===== src/rtl/ctrl_pkg.sv =====
// Shared definitions for the pipeline control unit: opcodes, ALU codes, select
// encodings, the control word layout, branch FSM states and word builders.
package ctrl_pkg;

  localparam logic [4:0] OP_ADD   = 5'b00000;
  localparam logic [4:0] OP_ADDI  = 5'b00001;
  localparam logic [4:0] OP_SUB   = 5'b00010;
  localparam logic [4:0] OP_SUBI  = 5'b00011;
  localparam logic [4:0] OP_CMP   = 5'b00100;
  localparam logic [4:0] OP_CMPI  = 5'b00101;
  localparam logic [4:0] OP_AND   = 5'b00110;
  localparam logic [4:0] OP_OR    = 5'b00111;
  localparam logic [4:0] OP_NOT   = 5'b01000;
  localparam logic [4:0] OP_XOR   = 5'b01001;
  localparam logic [4:0] OP_LD    = 5'b01010;
  localparam logic [4:0] OP_LDA   = 5'b01011;
  localparam logic [4:0] OP_ST    = 5'b01100;
  localparam logic [4:0] OP_STA   = 5'b01101;
  localparam logic [4:0] OP_MOV   = 5'b01110;
  localparam logic [4:0] OP_MOVA  = 5'b01111;
  localparam logic [4:0] OP_SLL   = 5'b10000;
  localparam logic [4:0] OP_JMP   = 5'b10011;
  localparam logic [4:0] OP_BNE   = 5'b10100;
  localparam logic [4:0] OP_BEQ   = 5'b10101;
  localparam logic [4:0] OP_MUL   = 5'b10110;
  localparam logic [4:0] OP_NOP   = 5'b10111;
  localparam logic [4:0] OP_ADDV  = 5'b11000;
  localparam logic [4:0] OP_ADDVI = 5'b11001;
  localparam logic [4:0] OP_XORV  = 5'b11010;
  localparam logic [4:0] OP_SLLV  = 5'b11011;
  localparam logic [4:0] OP_SRLV  = 5'b11100;
  localparam logic [4:0] OP_SLLVC = 5'b11101;
  localparam logic [4:0] OP_SRLVC = 5'b11110;

  localparam logic [3:0] ALU_AND   = 4'b0000;
  localparam logic [3:0] ALU_OR    = 4'b0001;
  localparam logic [3:0] ALU_XOR   = 4'b0010;
  localparam logic [3:0] ALU_ADD   = 4'b0011;
  localparam logic [3:0] ALU_SUB   = 4'b0100;
  localparam logic [3:0] ALU_CMP   = 4'b0101;
  localparam logic [3:0] ALU_NOT   = 4'b0110;
  localparam logic [3:0] ALU_SLL   = 4'b0111;
  localparam logic [3:0] ALU_MUL   = 4'b1000;
  localparam logic [3:0] ALU_SRLV  = 4'b1001;
  localparam logic [3:0] ALU_SLLV  = 4'b1010;
  localparam logic [3:0] ALU_SLLVC = 4'b1011;
  localparam logic [3:0] ALU_SRLVC = 4'b1100;

  localparam logic [1:0] PC_SEQ    = 2'b00;
  localparam logic [1:0] PC_JUMP   = 2'b01;
  localparam logic [1:0] PC_BRANCH = 2'b10;

  localparam logic [1:0] RES_NONE = 2'b00;
  localparam logic [1:0] RES_ALU  = 2'b10;
  localparam logic [1:0] RES_MEM  = 2'b11;

  typedef struct packed {
    logic [1:0] pcSel;
    logic       selDirRegB;
    logic       muxValA;
    logic       muxValB;
    logic [3:0] aluCode;
    logic [1:0] resultSel;
    logic       dirWriteSel;
    logic       dirMemSel;
    logic       datoSel;
    logic       writeMem;
    logic       writeReg;
    logic       flush;
  } ctrl_word_t;

  typedef enum logic [1:0] {
    RUN        = 2'd0,
    BR_WAIT    = 2'd1,
    BR_RESOLVE = 2'd2
  } state_t;

  // Idle word: matches the reset value of the output register.
  function automatic ctrl_word_t bubbleWord();
    ctrl_word_t w;
    w           = '0;
    w.dirMemSel = 1'b1;
    return w;
  endfunction

  function automatic ctrl_word_t aluWord(input logic [3:0] code, input logic imm);
    ctrl_word_t w;
    w           = '0;
    w.aluCode   = code;
    w.resultSel = RES_ALU;
    w.dirMemSel = 1'b1;
    w.datoSel   = 1'b1;
    w.writeReg  = 1'b1;
    w.muxValB   = imm;
    return w;
  endfunction

  function automatic ctrl_word_t resolveWord(input logic taken);
    ctrl_word_t w;
    w       = bubbleWord();
    w.pcSel = taken ? PC_BRANCH : PC_SEQ;
    w.flush = taken;
    return w;
  endfunction

endpackage


===== src/rtl/ctrl_decode.sv =====
// Combinational opcode decoder: builds the control word for one opcode and
// classifies it as branch, vector or illegal.
module ctrl_decode
  import ctrl_pkg::*;
#(
  parameter int OPW = 5
) (
  input  logic [OPW-1:0] opcode,
  output ctrl_word_t     word,
  output logic           isBranch,
  output logic           isBeq,
  output logic           isVector,
  output logic           illegal
);

  logic [4:0] op5S;
  logic       highBitsS;
  logic       caseIllegalS;

  // Table lookup of the control word; anything wider than five bits is illegal.
  always_comb begin
    op5S         = opcode[4:0];
    highBitsS    = (opcode >> 3'd5) != '0;
    word         = '0;
    caseIllegalS = 1'b0;
    isBranch     = 1'b0;
    isBeq        = 1'b0;
    case (op5S)
      OP_ADD:   word = aluWord(ALU_ADD, 1'b0);
      OP_ADDI:  word = aluWord(ALU_ADD, 1'b1);
      OP_SUB:   word = aluWord(ALU_SUB, 1'b0);
      OP_SUBI:  word = aluWord(ALU_SUB, 1'b1);
      OP_CMP:   word = aluWord(ALU_CMP, 1'b0);
      OP_CMPI:  word = aluWord(ALU_CMP, 1'b1);
      OP_AND:   word = aluWord(ALU_AND, 1'b0);
      OP_OR:    word = aluWord(ALU_OR, 1'b0);
      OP_NOT:   word = aluWord(ALU_NOT, 1'b0);
      OP_XOR:   word = aluWord(ALU_XOR, 1'b0);
      OP_SLL:   word = aluWord(ALU_SLL, 1'b0);
      OP_MUL:   word = aluWord(ALU_MUL, 1'b0);
      OP_ADDV:  word = aluWord(ALU_ADD, 1'b0);
      OP_ADDVI: word = aluWord(ALU_ADD, 1'b1);
      OP_XORV:  word = aluWord(ALU_XOR, 1'b0);
      OP_SLLV:  word = aluWord(ALU_SLLV, 1'b0);
      OP_SRLV:  word = aluWord(ALU_SRLV, 1'b0);
      OP_SLLVC: word = aluWord(ALU_SLLVC, 1'b0);
      OP_SRLVC: word = aluWord(ALU_SRLVC, 1'b0);
      OP_LD, OP_LDA: begin
        word.resultSel = RES_MEM;
        word.writeReg  = 1'b1;
        word.muxValA   = op5S[0];
      end
      OP_ST, OP_STA: begin
        word.selDirRegB = 1'b1;
        word.dirMemSel  = 1'b1;
        word.writeMem   = 1'b1;
        word.muxValA    = op5S[0];
      end
      OP_MOV, OP_MOVA: begin
        word.dirMemSel = 1'b1;
        word.datoSel   = 1'b1;
        word.writeReg  = 1'b1;
        word.muxValA   = op5S[0];
      end
      OP_NOP: begin
        word.resultSel   = RES_MEM;
        word.dirWriteSel = 1'b1;
        word.dirMemSel   = 1'b1;
        word.datoSel     = 1'b1;
      end
      OP_JMP: begin
        word.pcSel = PC_JUMP;
        word.flush = 1'b1;
      end
      OP_BNE, OP_BEQ: begin
        word.aluCode    = ALU_CMP;
        word.selDirRegB = 1'b1;
        word.dirMemSel  = 1'b1;
        word.datoSel    = 1'b1;
        isBranch        = 1'b1;
        isBeq           = op5S[0];
      end
      default: caseIllegalS = 1'b1;
    endcase
    if (highBitsS) begin
      word     = '0;
      isBranch = 1'b0;
      isBeq    = 1'b0;
      illegal  = 1'b1;
    end else begin
      illegal  = caseIllegalS;
    end
    isVector = (op5S[4:3] == 2'b11) & ~illegal;
  end

endmodule


===== src/rtl/pipe_control_unit.sv =====
// Registered pipeline control unit: decodes accepted opcodes into a control word,
// resolves conditional branches on EX flags and drives fetch stall / flush.
module pipe_control_unit
  import ctrl_pkg::*;
#(
  parameter int OPW        = 5,
  parameter int ALUW       = 4,
  parameter int NUM_LANES  = 4,
  parameter int BR_TIMEOUT = 8,
  localparam int VLW       = $clog2(NUM_LANES + 1)
) (
  input  logic                 clk,
  input  logic                 reset,
  input  logic                 instr_valid,
  input  logic [OPW-1:0]       opcode,
  input  logic [VLW-1:0]       vl,
  input  logic [1:0]           flags,
  input  logic                 flags_valid,
  input  logic                 stall_in,
  output logic                 instr_ready,
  output logic                 ctrl_valid,
  output logic [1:0]           pc_sel,
  output logic                 sel_dir_reg_b,
  output logic                 mux_val_a,
  output logic                 mux_val_b,
  output logic [ALUW-1:0]      alu_code,
  output logic [1:0]           result_sel,
  output logic                 dir_write_sel,
  output logic                 dir_mem_sel,
  output logic                 dato_sel,
  output logic                 write_mem,
  output logic                 write_reg,
  output logic [NUM_LANES-1:0] lane_mask,
  output logic                 fetch_stall,
  output logic                 flush,
  output logic                 illegal_op,
  output logic                 br_timeout
);

  localparam int CNTW = $clog2(BR_TIMEOUT + 1);

  state_t               stateR, nextStateS;
  logic [CNTW-1:0]      cntR, nextCntS;
  logic                 isBeqR, nextIsBeqS;
  logic                 takenR, nextTakenS;
  logic                 timedOutR, nextTimedOutS;
  logic                 issuedR, nextIssuedS;

  ctrl_word_t           wordR, newWordS, decWordS;
  logic                 validR, newValidS;
  logic [NUM_LANES-1:0] maskR, newMaskS;
  logic                 fetchStallR, newFetchStallS;
  logic                 illegalR, newIllegalS;
  logic                 timeoutR, newTimeoutS;
  logic                 loadS;

  logic decBranchS, decBeqS, decVectorS, decIllegalS;
  logic instrReadyS, acceptS, flagsTakenS, timeoutHitS;

  function automatic logic [NUM_LANES-1:0] laneMaskFor(input logic [VLW-1:0] len);
    logic [NUM_LANES-1:0] m;
    for (int i = 0; i < NUM_LANES; i++) begin
      m[i] = (int'(len) > i);
    end
    return m;
  endfunction

  ctrl_decode #(.OPW(OPW)) uDecode (
    .opcode   (opcode),
    .word     (decWordS),
    .isBranch (decBranchS),
    .isBeq    (decBeqS),
    .isVector (decVectorS),
    .illegal  (decIllegalS)
  );

  assign instrReadyS = (stateR == RUN) & ~stall_in & ~reset;
  assign acceptS     = instr_valid & instrReadyS;
  assign flagsTakenS = isBeqR ? (flags == 2'b01) : (flags != 2'b01);
  assign timeoutHitS = (cntR == CNTW'(BR_TIMEOUT - 1));

  // Next state, branch bookkeeping and the word to load into the output register.
  always_comb begin
    nextStateS     = stateR;
    nextCntS       = cntR;
    nextIsBeqS     = isBeqR;
    nextTakenS     = takenR;
    nextTimedOutS  = timedOutR;
    nextIssuedS    = issuedR;
    loadS          = 1'b0;
    newWordS       = bubbleWord();
    newValidS      = 1'b0;
    newMaskS       = '0;
    newFetchStallS = 1'b0;
    newIllegalS    = 1'b0;
    newTimeoutS    = 1'b0;
    case (stateR)
      RUN: begin
        loadS = ~stall_in;
        if (acceptS && decIllegalS) begin
          newIllegalS = 1'b1;
        end else if (acceptS) begin
          newWordS  = decWordS;
          newValidS = 1'b1;
          newMaskS  = decVectorS ? laneMaskFor(vl) : '0;
          if (decBranchS) begin
            nextStateS     = BR_WAIT;
            nextCntS       = '0;
            nextIsBeqS     = decBeqS;
            nextTakenS     = 1'b0;
            nextTimedOutS  = 1'b0;
            nextIssuedS    = 1'b0;
            newFetchStallS = 1'b1;
          end else begin
            nextStateS = RUN;
          end
        end else begin
          newValidS = 1'b0;
        end
      end
      BR_WAIT: begin
        nextCntS = cntR + CNTW'(1);
        // Flags are latched even under stall; the redirect word waits for stall to drop.
        if (flags_valid || timeoutHitS) begin
          nextStateS    = BR_RESOLVE;
          nextTakenS    = flags_valid & flagsTakenS;
          nextTimedOutS = ~flags_valid;
          nextIssuedS   = ~stall_in;
          loadS         = ~stall_in;
          newWordS      = resolveWord(flags_valid & flagsTakenS);
          newTimeoutS   = ~flags_valid;
        end else begin
          loadS          = ~stall_in;
          newFetchStallS = 1'b1;
        end
      end
      BR_RESOLVE: begin
        loadS = ~stall_in;
        if (issuedR) begin
          nextStateS  = stall_in ? BR_RESOLVE : RUN;
          nextIssuedS = stall_in;
        end else begin
          newWordS    = resolveWord(takenR);
          newTimeoutS = timedOutR;
          nextIssuedS = ~stall_in;
        end
      end
      default: begin
        nextStateS = RUN;
      end
    endcase
  end

  // State, branch bookkeeping and the registered output word.
  always_ff @(posedge clk) begin
    if (reset) begin
      stateR      <= RUN;
      cntR        <= '0;
      isBeqR      <= 1'b0;
      takenR      <= 1'b0;
      timedOutR   <= 1'b0;
      issuedR     <= 1'b0;
      wordR       <= bubbleWord();
      validR      <= 1'b0;
      maskR       <= '0;
      fetchStallR <= 1'b0;
      illegalR    <= 1'b0;
      timeoutR    <= 1'b0;
    end else begin
      stateR    <= nextStateS;
      cntR      <= nextCntS;
      isBeqR    <= nextIsBeqS;
      takenR    <= nextTakenS;
      timedOutR <= nextTimedOutS;
      issuedR   <= nextIssuedS;
      if (loadS) begin
        wordR       <= newWordS;
        validR      <= newValidS;
        maskR       <= newMaskS;
        fetchStallR <= newFetchStallS;
        illegalR    <= newIllegalS;
        timeoutR    <= newTimeoutS;
      end
    end
  end

  assign instr_ready   = instrReadyS;
  assign ctrl_valid    = validR;
  assign pc_sel        = wordR.pcSel;
  assign sel_dir_reg_b = wordR.selDirRegB;
  assign mux_val_a     = wordR.muxValA;
  assign mux_val_b     = wordR.muxValB;
  assign alu_code      = ALUW'(wordR.aluCode);
  assign result_sel    = wordR.resultSel;
  assign dir_write_sel = wordR.dirWriteSel;
  assign dir_mem_sel   = wordR.dirMemSel;
  assign dato_sel      = wordR.datoSel;
  assign write_mem     = wordR.writeMem;
  assign write_reg     = wordR.writeReg;
  assign lane_mask     = maskR;
  assign fetch_stall   = fetchStallR;
  assign flush         = wordR.flush;
  assign illegal_op    = illegalR;
  assign br_timeout    = timeoutR;

endmodule


===== config.mk =====
export PLATFORM = sky130hd
export DESIGN_NAME = pipe_control_unit
export DESIGN_NICKNAME = d
export VERILOG_FILES = /design/src/rtl/ctrl_pkg.sv /design/src/rtl/ctrl_decode.sv /design/src/rtl/pipe_control_unit.sv
export SDC_FILE = /design/constraint.sdc
export NUM_CORES = 1
export LEC_CHECK = 0
export CORE_MARGIN = 3
export CORE_UTILIZATION = 45
export CTS_CLUSTER_SIZE = 30
export DETAILED_ROUTE_END_ITERATION = 7
export PLACE_DENSITY = 0.75
export SYNTH_ARGS = -nofsm -noshare
export SYNTH_HDL_FRONTEND = slang
export SYNTH_SLANG_ARGS = --single-unit
export TNS_END_PERCENT = 50

===== constraint.sdc =====
create_clock -name clk -period 2.02 [get_ports clk]
set_clock_uncertainty 0.1 [all_clocks]
set_input_delay 0.404 -clock clk [delete_from_list [all_inputs] [get_ports clk]]
set_output_delay 0.404 -clock clk [all_outputs]
set_load 0.05 [all_outputs]

Figure 1. Cell classes on the final placement (run 1).
Scale bar: 20 µm.
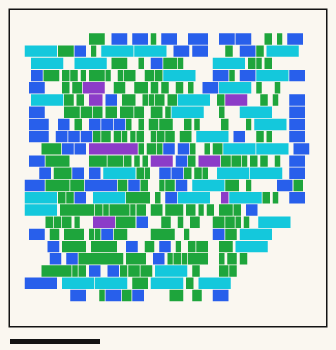
color	class	cells	share of their area
green	combinational and other logic	181	44%
cyan	sequential cells	35	26%
blue	remaining buffers and delay cells	74	25%
purple	clock drivers and dummy loads	8	4.3%
final instance area: 0.00271 mm²
share of the final layout cell area in sequential cells: 25.9%
# rows: 22
core box area: 0.00383 mm²

Figure 2. Congestion heat map (run 1).
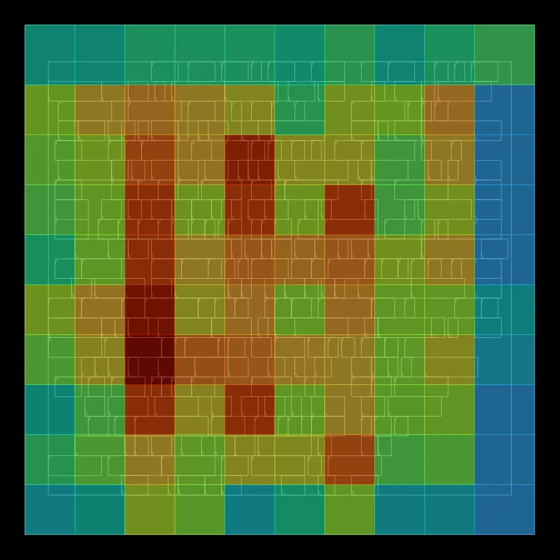
core utilization of the finished layout: 70.8%
met1 capacity usage during global routing: 29.2%
overall fraction of global-route tracks in use: 20.8%
average detailed-routed wire length per instance: 14.1 µm

Figure 3. Sizing map (run 1).
Scale bar: 20 µm.
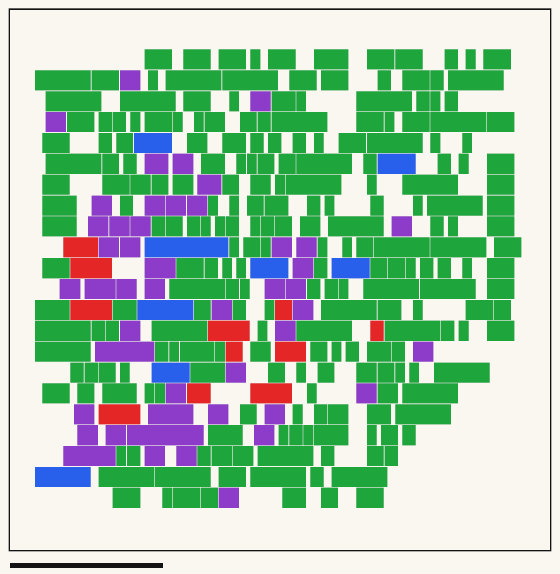
color	size	cells	share
red	_2 cells	11	3.7%
purple	_3 and _4 cells	47	16%
blue	_6 and larger	8	2.7%
green	_0 and _1 cells	232	78%

==> Implementation_results.wiki, run 1 <==
== Flow metrics ==
{| class="wikitable"
! Metric !! Value
|-
| Vias in the first global route || 1827
|-
| Weighted congestion at the end of routability-driven global placement || 0.858
|-
| Final nets || 318
|-
| Most used logic cell in the final layout || buf_4
|-
| R2R Path Start || stateR[0]
|-
| Final setup vio count || 0
|-
| Synthesized flop and latch total || 35
|-
| Data arrival time at the worst-slack endpoint || 1.47 ns
|-
| Yosys Warn Count || 0
|-
| Most Used Layer, Global Route || met2
|-
| Overall chip area || 0.00495 mm²
|-
| Critical path class || input pin to output port
|-
| Kind of start point of the critical path || input pin
|-
| Comb power frac || 16.8%
|-
| Max-Slew Margin vs Limit || 66.3%
|-
| Pin slew with the least headroom to its limit || 0.504 ns
|-
| Remaining design rule violation count || 0
|-
| Detailed placement HPWL || 3580 µm
|-
| GR Layer Usage met2 || 32.0%
|-
| Post-route setup slack || 0.0439 ns
|-
| Setup crit end kind || output port
|-
| Mux contribution to synthesized area || 0.537%
|-
| Number of antenna violations at the first check in global routing || 0
|-
| Starting density of the core || 48.7%
|-
| Filler cells || 322
|-
| Number of buffers on the longest clock path || 2
|-
| Port Buffers || 40
|-
| Achievable frequency || 506 MHz
|-
| IO Count || 41
|-
| Global-route congestion overflow total || 0
|-
| Worst endpoint required time || 1.52 ns
|-
| Clock transition at the registers of the reported paths || 0.06 ns
|-
| Number of pins exceeding their max-slew limit in the final report || 0
|-
| Most numerous logic cells after layout || buf_4, dfxtp_1, nand2_1
|-
| Final setup TNS || 0 ns
|-
| Mean area per synthesized cell || 8.18 µm²
|-
| Clock root cell || clkbuf_8
|-
| Power per cell area || 596 mW/mm²
|-
| Number of warnings in the stage logs || 31
|-
| Unique cell types || 52
|-
| Static leakage || 1.08 nW
|-
| Ant diodes || 0
|-
| Pin count of the biggest net entering global routing || 17
|-
| Final Total Pwr || 1.61 mW
|-
| Buffers inserted during post-CTS setup optimization || 0
|-
| DR pass1 iterations || 4
|-
| Share of final-layout standard cells stronger than drive strength 1 || 22.1%
|-
| Switching power total || 423 µW
|-
| Seq share, synth || 37.6%
|-
| Number of nets in the synthesized netlist || 249
|-
| Width of the die || 70.4 µm
|-
| Yosys adder share || 4.03%
|-
| Register share of total power || 43.8%
|-
| Min Clock Period, post-route || 1.98 ns
|-
| Switching power share of the total || 26.2%
|-
| Peak VDD IR || 466 µV
|-
| Clock Latency Late Sink || 0.29 ns
|-
| Initial detailed-routing violation count || 159
|-
| Critical path launch point || reset
|-
| Yosys stat chip area || 0.00186 mm²
|-
| HP Class || register to register
|-
| Post-layout period usage of the worst path || 97.8%
|-
| Vias per cell || 5.65
|-
| Outcome || finished, final reports clean
|}
-- run 1: stage by stage --
stage | utilization (%) | hold WS [ns] | instances | instance area [µm²]
2_1_floorplan | - | 0.336 | 228 | 1870
3_3_place_gp | 66.3 | 0.333 | 338 | 2540
3_5_place_dp | 66.3 | 0.341 | 338 | 2540
4_1_cts | 69.3 | 0.352 | 346 | 2650
5_1_grt | 70.8 | 0.380 | 346 | 2710
6_report | 70.8 | 0.344 | 346 | 2710
-- run 1: power by group through the flow --
| stage | Clock [mW] | Sequential [mW] | Combinational (mW) |
|---|---|---|---|
| 3_3_place_gp | 0 | 0.722 | 0.258 |
| 3_5_place_dp | 0 | 0.722 | 0.261 |
| 2_1_floorplan | 0 | 0.758 | 0.105 |
| 5_1_grt | 0.679 | 0.708 | 0.293 |
| 4_1_cts | 0.645 | 0.706 | 0.263 |
| 6_report | 0.635 | 0.706 | 0.271 |
-- run 1: area by class of cell --
cell class              instances  area, µm²  area share (%)
multi-input cells             175       1140            42.1
flip-flops and latches         35        701            25.9
clock buffers                   5       68.8            2.54
inverters                       6       22.5           0.832
well taps                      48       60.1            2.22
clock inverters                 3       43.8            1.62
repair buffers                 74        673            24.9
-- run 1: timing repair --
action,4_1_cts,5_1_grt
hold buffers,0,0
setup endpoints to repair,10,27
gates cloned,0,0
hold endpoints to repair,0,0
pin swaps,0,2
gates resized,0,15
-- run 1: cell families after synthesis --
kind of cell	count (synthesis)
buf+inv	18
xor+xnor	2
fa+ha+maj	6
compound gates	68
simple gates	98
mux	1
flops	35
-- run 1: worst max-delay path, cell delays in order --
cell and delay (ns):
clkdlybuf4s50_1 0.45, buf_4 0.22, nor3b_4 0.22, buf_12 0.16
-- run 1: metal layers --
layer	wire, µm	up-vias	share of wire (%)
met5	0	-	0
met4	68	0	1.4
met3	305	9	6.2
met2	2240	64	46
met1	2270	911	46
li1	-	970	-
-- run 1: Yosys cell counts (all sizes together) --
cell     count  area share (%)
a21oi       19             5.1
nor4         2            0.67
or2          1            0.34
o211ai       1            0.40
mux2i        1            0.54
a31oi        2            0.67
o41ai        1            0.47
and4         1            0.60
o2111ai      1            0.47
o21bai       2            0.81
nand3        6             1.6
a21o         1            0.40
o311ai       1            0.47
buf          4             1.3
o22ai        1            0.34
xnor2        1            0.47
a221oi       2             1.3
and3         3             1.0
nand4        2            0.67
inv          6             1.2
nor3         4             1.1
nand3b       2            0.81
nor2        16             3.2
clkbuf       8             1.6
nand2b       5             1.7
nand4bb      1             1.5
xor2         1            0.47
ha           6             4.0
a21boi       2             1.0
a32o         6             3.2
nor4b        3             1.4
a32oi        2            0.94
dfxtp       35              38
o21a         1            0.40
and4bb       2             1.5
nand2       35             7.2
a22oi        3             1.2
nor2b        7             2.3
or3          5             1.7
o32a         1            0.54
a22o         1            0.47
nor3b        1            0.40
and2         2            0.67
o31ai        2             1.1
o21ai       19             5.1
-- run 1: path summary, 6_finish.rpt --
| kind | endpoint | slack [ns] | cells after the start |
|---|---|---|---|
| worst min-delay path | alu_code[0] | 0.34 | 2 |
| worst max register to register | cntR[3] | 0.13 | 7 |
| worst max-delay path | instr_ready | 0.04 | 4 |
| worst min register to register | alu_code[0] | 0.34 | 2 |
==> run 2, diff against run 1 <==
Settings changed: CORE_UTILIZATION 45 to 54, PLACE_DENSITY 0.75 to 0.85.
Clock period 2.02 ns to 2.3 ns, I/O delays scaled along.
Figure 4. Met1 routing (run 2).
Scale bar: 20 µm. Supply wires on this layer in gray. Cells faint in the background.
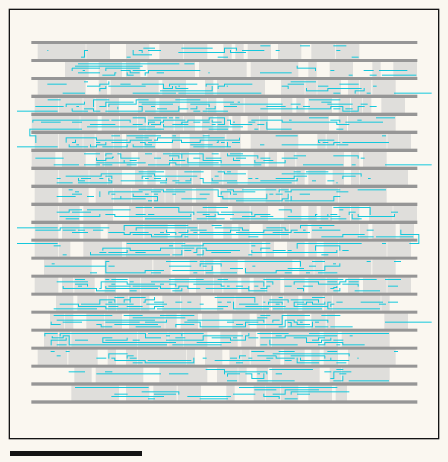
nets with wire on the layer	278
wire length on this layer	2220 µm
longest straight run	17.0 µm
met1 capacity usage during global routing: 32.3%
DRT Wirelength: 4700 µm
count of vias placed by the detailed router: 1933

Figure 5. Gate-type map (run 2).
Scale bar: 20 µm.
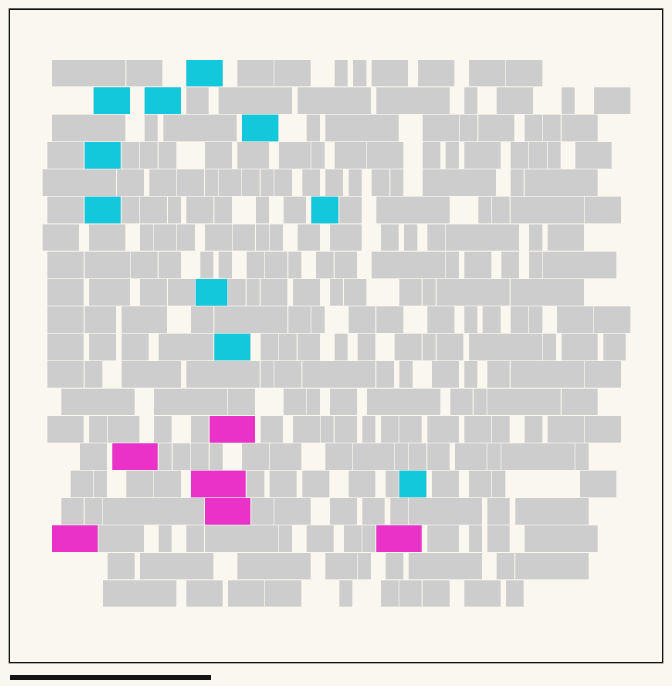
color	family	cells
magenta	fa/ha/maj cells	6
cyan	non-inverting ao/oa cells	10
most used logic cell in the final layout: clkdlybuf4s50_1
Comb/total area: 43.6%
final instance count without filler cells: 331

==> run 2 against run 1 <==
  * Worst setup slack improved by 0.089 ns
  * Core utilization increased by 8.2 points
  * Sequential share of layout area increased by 2.1 points
  * Non-clock buffer count decreased by 11
  * Critical path depth unchanged
  * Combinational power decreased by about 20%
  * Global-route usage increased by 3.7 points
  * Largest power group unchanged
  * Power decreased by 28%
  * Cell area decreased by 7.3%
  * Clock power decreased by 49%
  * Clock-buffer cell count increased by 1
  * Register-to-register slack improved by 0.10 ns
==> Implementation_results.wiki, run 2 <==
== Flow metrics ==
{| class="wikitable"
! Metric !! Value
|-
| Number of standard cells reported by yosys || 228 (unchanged)
|-
| Critical Path Slowest Stage Cell || dfxtp_1 (was clkdlybuf4s50_1)
|-
| Global-route wire length before repair || 8180 µm (was 8510 µm)
|-
| Pin count of the biggest net entering global routing || 18 (was 17)
|-
| Port Buffers || 40 (unchanged)
|-
| Count of hold-fix buffers inserted at cts || 0 (unchanged)
|-
| Number of warnings in the stage logs || 30 (was 31)
|-
| Count of max-cap constraint violations || 0 (unchanged)
|-
| Power per cell area || 464 mW/mm² (was 596 mW/mm²)
|-
| Pin slew with the least headroom to its limit || 0.500 ns (was 0.504 ns)
|-
| Overall chip area || 0.00419 mm² (was 0.00495 mm²)
|-
| Ant diodes || 0 (unchanged)
|-
| Mean area per synthesized cell || 8.18 µm² (unchanged)
|-
| Logic depth of the worst register-to-register path || 7 (unchanged)
|-
| Worst path max stage delay || 0.39 ns (was 0.45 ns)
|-
| CTS tree || done (unchanged)
|-
| Num CTS Buffers || 5 (unchanged)
|-
| HP Class || register to register (unchanged)
|-
| Unrepaired setup endpoints after global routing || false
|-
| Number of pins exceeding their max-slew limit in the final report || 0 (unchanged)
|-
| List of cells traversed by the critical path || inv_1 > ha_2 > nor3b_2 > buf_12 (was clkdlybuf4s50_1 > buf_4 > nor3b_4 > buf_12)
|-
| # rows || 20 (was 22)
|-
| Top cell type by instance count after synthesis || dfxtp_1 (unchanged)
|-
| Remaining design rule violation count || 0 (unchanged)
|-
| Final nets || 307 (was 318)
|-
| Yosys Warn Count || 0 (unchanged)
|-
| Final setup vio count || 0 (unchanged)
|-
| Post-Synthesis Cells || 228 (unchanged)
|-
| Synth area leader || dfxtp_1 (unchanged)
|-
| Hold Path Sink || alu_code[0] (unchanged)
|-
| Clock transition at the registers of the reported paths || 0.11 ns (was 0.06 ns)
|-
| Metal1 wirelength || 2220 µm (was 2270 µm)
|-
| Share of final-layout standard cells stronger than drive strength 1 || 14.6% (was 22.1%)
|-
| And+or+nand+nor area frac || 28.4% (unchanged)
|-
| Mapped cell area || 0.00186 mm² (unchanged)
|-
| Weighted congestion at the end of routability-driven global placement || 0.885 (was 0.858)
|-
| Deepest level of the CTS H-tree || 2 (unchanged)
|-
| Ranking of synthesized cells by area || dfxtp_1, nand2_1, a21oi_1 (unchanged)
|-
| Hold path startpoint || alu_code[0] (unchanged)
|-
| DR pass1 iterations || 4 (unchanged)
|-
| Detailed placement HPWL || 3640 µm (was 3580 µm)
|-
| Average detailed-routed wire length per instance || 14.2 µm (was 14.1 µm)
|-
| Mux contribution to synthesized area || 0.537% (unchanged)
|-
| Complex-gate fraction of the synthesized area || 24.4% (unchanged)
|-
| Outcome || finished, final reports clean (unchanged)
|-
| Met2 WL || 2180 µm (was 2240 µm)
|-
| Hold Vio Cnt, Final || 0 (unchanged)
|-
| Met3 WL || 271 µm (was 305 µm)
|-
| Width of the die || 64.8 µm (was 70.4 µm)
|-
| Number of cells traversed by the worst hold path || 2 (unchanged)
|-
| Max-Slew Margin vs Limit || 66.5% (was 66.3%)
|-
| Starting density of the core || 58.7% (was 48.7%)
|-
| Post-layout period usage of the worst path || 94.2%
|-
| Setup crit end kind || output port (unchanged)
|-
| Ys flop type || dfxtp_1 (unchanged)
|-
| Number of gates resized after cts || 0 (unchanged)
|-
| Critical R2R Capture || stateR[0] (was cntR[3])
|-
| Vert. Die Dim || 64.8 µm (was 70.4 µm)
|-
| Data arrival time at the worst-slack endpoint || 1.61 ns (was 1.47 ns)
|-
| Seq share, synth || 37.6% (unchanged)
|-
| Overall fraction of global-route tracks in use || 24.5% (was 20.8%)
|-
| Global-route congestion overflow total || 0 (unchanged)
|-
| Filler cells || 247 (was 322)
|-
| Clock root cell || clkbuf_4 (was clkbuf_8)
|-
| Synthesized flop and latch total || 35 (unchanged)
|-
| Kind of start point of the critical path || register (was input pin)
|-
| Buffers inserted during post-CTS setup optimization || 0 (unchanged)
|-
| Worst endpoint required time || 1.74 ns (was 1.52 ns)
|-
| Top logic cell family in the synthesized netlist || simple AND/OR/NAND/NOR gates (unchanged)
|-
| Number of clock sinks seen by CTS || 35 (unchanged)
|-
| Number of antenna violations at the first check in global routing || 0 (unchanged)
|-
| Top cells by count || dfxtp_1, nand2_1, a21oi_1 (unchanged)
|-
| Number of nets in the synthesized netlist || 249 (unchanged)
|-
| Yosys stat chip area || 0.00186 mm² (unchanged)
|-
| Yosys adder share || 4.03% (unchanged)
|-
| Worst Path Max Fanout || 8 (was 16)
|-
| Number of buffers on the longest clock path || 2 (unchanged)
|-
| Synth async-reset ratio || 0% (unchanged)
|-
| Reg-to-reg slack, setup || 0.23 ns (was 0.13 ns)
|-
| Vias in the first global route || 1864 (was 1827)
|-
| Most numerous logic cells after layout || clkdlybuf4s50_1, dfxtp_1, nand2_1 (was buf_4, dfxtp_1, nand2_1)
|-
| Unique cell types || 52 (unchanged)
|-
| DR top layer || met4 (unchanged)
|-
| Peak VDD IR || 339 µV (was 466 µV)
|-
| Critical path class || register to output port (was input pin to output port)
|-
| Xor and xnor fraction of the mapped netlist area || 0.940% (unchanged)
|-
| Top cell type's share of synthesized area || 37.6% (unchanged)
|-
| Vias per cell || 5.84 (was 5.65)
|-
| Post-placement cell count || 323 (was 338)
|-
| Core box area || 0.00318 mm² (was 0.00383 mm²)
|-
| Clock Latency Late Sink || 0.33 ns (was 0.29 ns)
|-
| Tally of nets with antenna violations remaining after routing || 0 (unchanged)
|-
| IO Count || 41 (unchanged)
|-
| Core utilization of the finished layout || 78.9% (was 70.8%)
|-
| R2R Path Start || stateR[0] (unchanged)
|-
| Static leakage || 0.928 nW (was 1.08 nW)
|-
| Number of flops mapped to enable cells by yosys || 0 (unchanged)
|-
| Min Clock Period, post-route || 2.17 ns
|-
| Achievable frequency || 461 MHz
|-
| Initial detailed-routing violation count || 165 (was 159)
|}
Figure 6. Sizing map (run 2).
Scale bar: 20 µm.
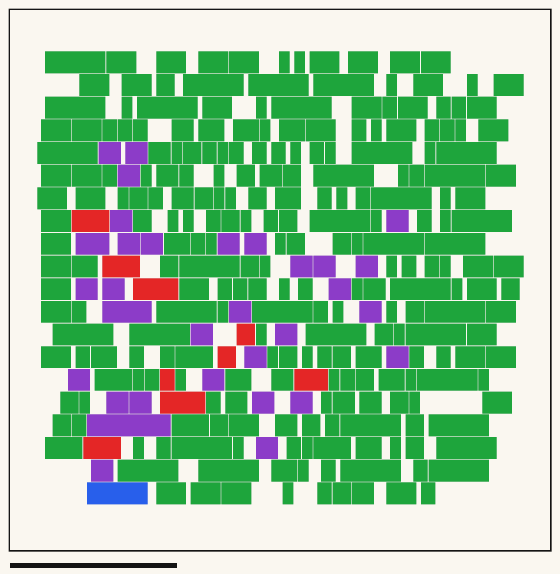
color	size	cells	share
red	_2 cells	9	3.1%
green	_0 and _1 cells	245	85%
purple	_3 and _4 cells	32	11%
blue	_6 and larger	1	0.35%
post-synthesis to final-layout area growth: 34.6%
Signal buffers: 63
post-route setup slack: 0.133 ns
final instance area: 0.00251 mm²

## run 2: cell types whose count changed in the layout (fill, tap and decap cells not counted), sizes merged
cell	change
buf	-17
bufinv	-1
clkbuf	+1
clkdlybuf4s50	+10
clkinv	-1
clkinvlp	+1
dlymetal6s2s	-4
## run 2: per-layer routing
metal	vias to the layer above	global-route usage [%]
met4	0	8.71
met5	-	0
met3	6	4.85
met2	68	39.6
met1	905	32.3
li1	954	-
## run 2: final cells by class
type	count	area (µm²)	share of cell area (%)
Tap cell	44	55.1	2.19
Multi-Input combinational cell	175	1090	43.6
Sequential cell	35	701	27.9
Inverter	6	22.5	0.898
Clock buffer	6	41.3	1.65
Timing Repair Buffer	63	583	23.2
Clock inverter	2	12.5	0.499
## run 2: per-stage QoR
step | worst slack [ns] | total power, mW | cell area [µm²] | setup TNS, ns | hold slack (ns)
floorplan | 0.289 | 0.758 | 1870 | 0 | 0.336
global placement | 0.0254 | 0.847 | 2450 | 0 | 0.332
detailed placement | -0.0852 | 0.851 | 2450 | -0.676 | 0.341
CTS | 0.0390 | 1.16 | 2510 | 0 | 0.363
global route | 0.0486 | 1.22 | 2510 | 0 | 0.387
finish | 0.133 | 1.16 | 2510 | 0 | 0.353
## run 2: how the worst max path moves through the flow
stage | startpoint | to | slack, ns | cells after the start
CTS | stateR[0] | instr_ready | 0.04 | 4
finish | stateR[0] | instr_ready | 0.13 | 4
floorplan | stateR[0] | instr_ready | 0.29 | 3
detailed placement | opcode[1] | alu_code[3] | -0.09 | 6
global route | stateR[0] | instr_ready | 0.05 | 4
global placement | opcode[3] | dir_write_sel | 0.03 | 6
## run 2: report_power, final
part | switching (mW) | total [mW] | internal (mW) | leakage, nW
logic | 0.124 | 0.218 | 0.0948 | 0.617
registers | 0.00550 | 0.621 | 0.615 | 0.283
clock network | 0.207 | 0.325 | 0.118 | 0.0282
total | 0.336 | 1.16 | 0.828 | 0.928
## run 2: kinds of logic (layout without fill, tap and decap cells)
family | count (synthesis) | count (layout)
muxes | 1 | 1
AOI/OAI and AO/OA | 68 | 68
and+or+nand+nor | 98 | 98
buffers and inverters | 18 | 77
DFF | 35 | 35
xor gates and xnor gates | 2 | 2
adders and majority gates | 6 | 6
## run 2: worst max-delay path, delay by kind of cell, from the launching register on
family                   cells  cell delay [ns]
flip-flops                   1             0.39
buffers and inverters        2             0.30
adder cells (fa/ha/maj)      1             0.31
AND/OR/NAND/NOR              1             0.27
Power figures rest on the tool's default switching activity, not on a simulated workload.
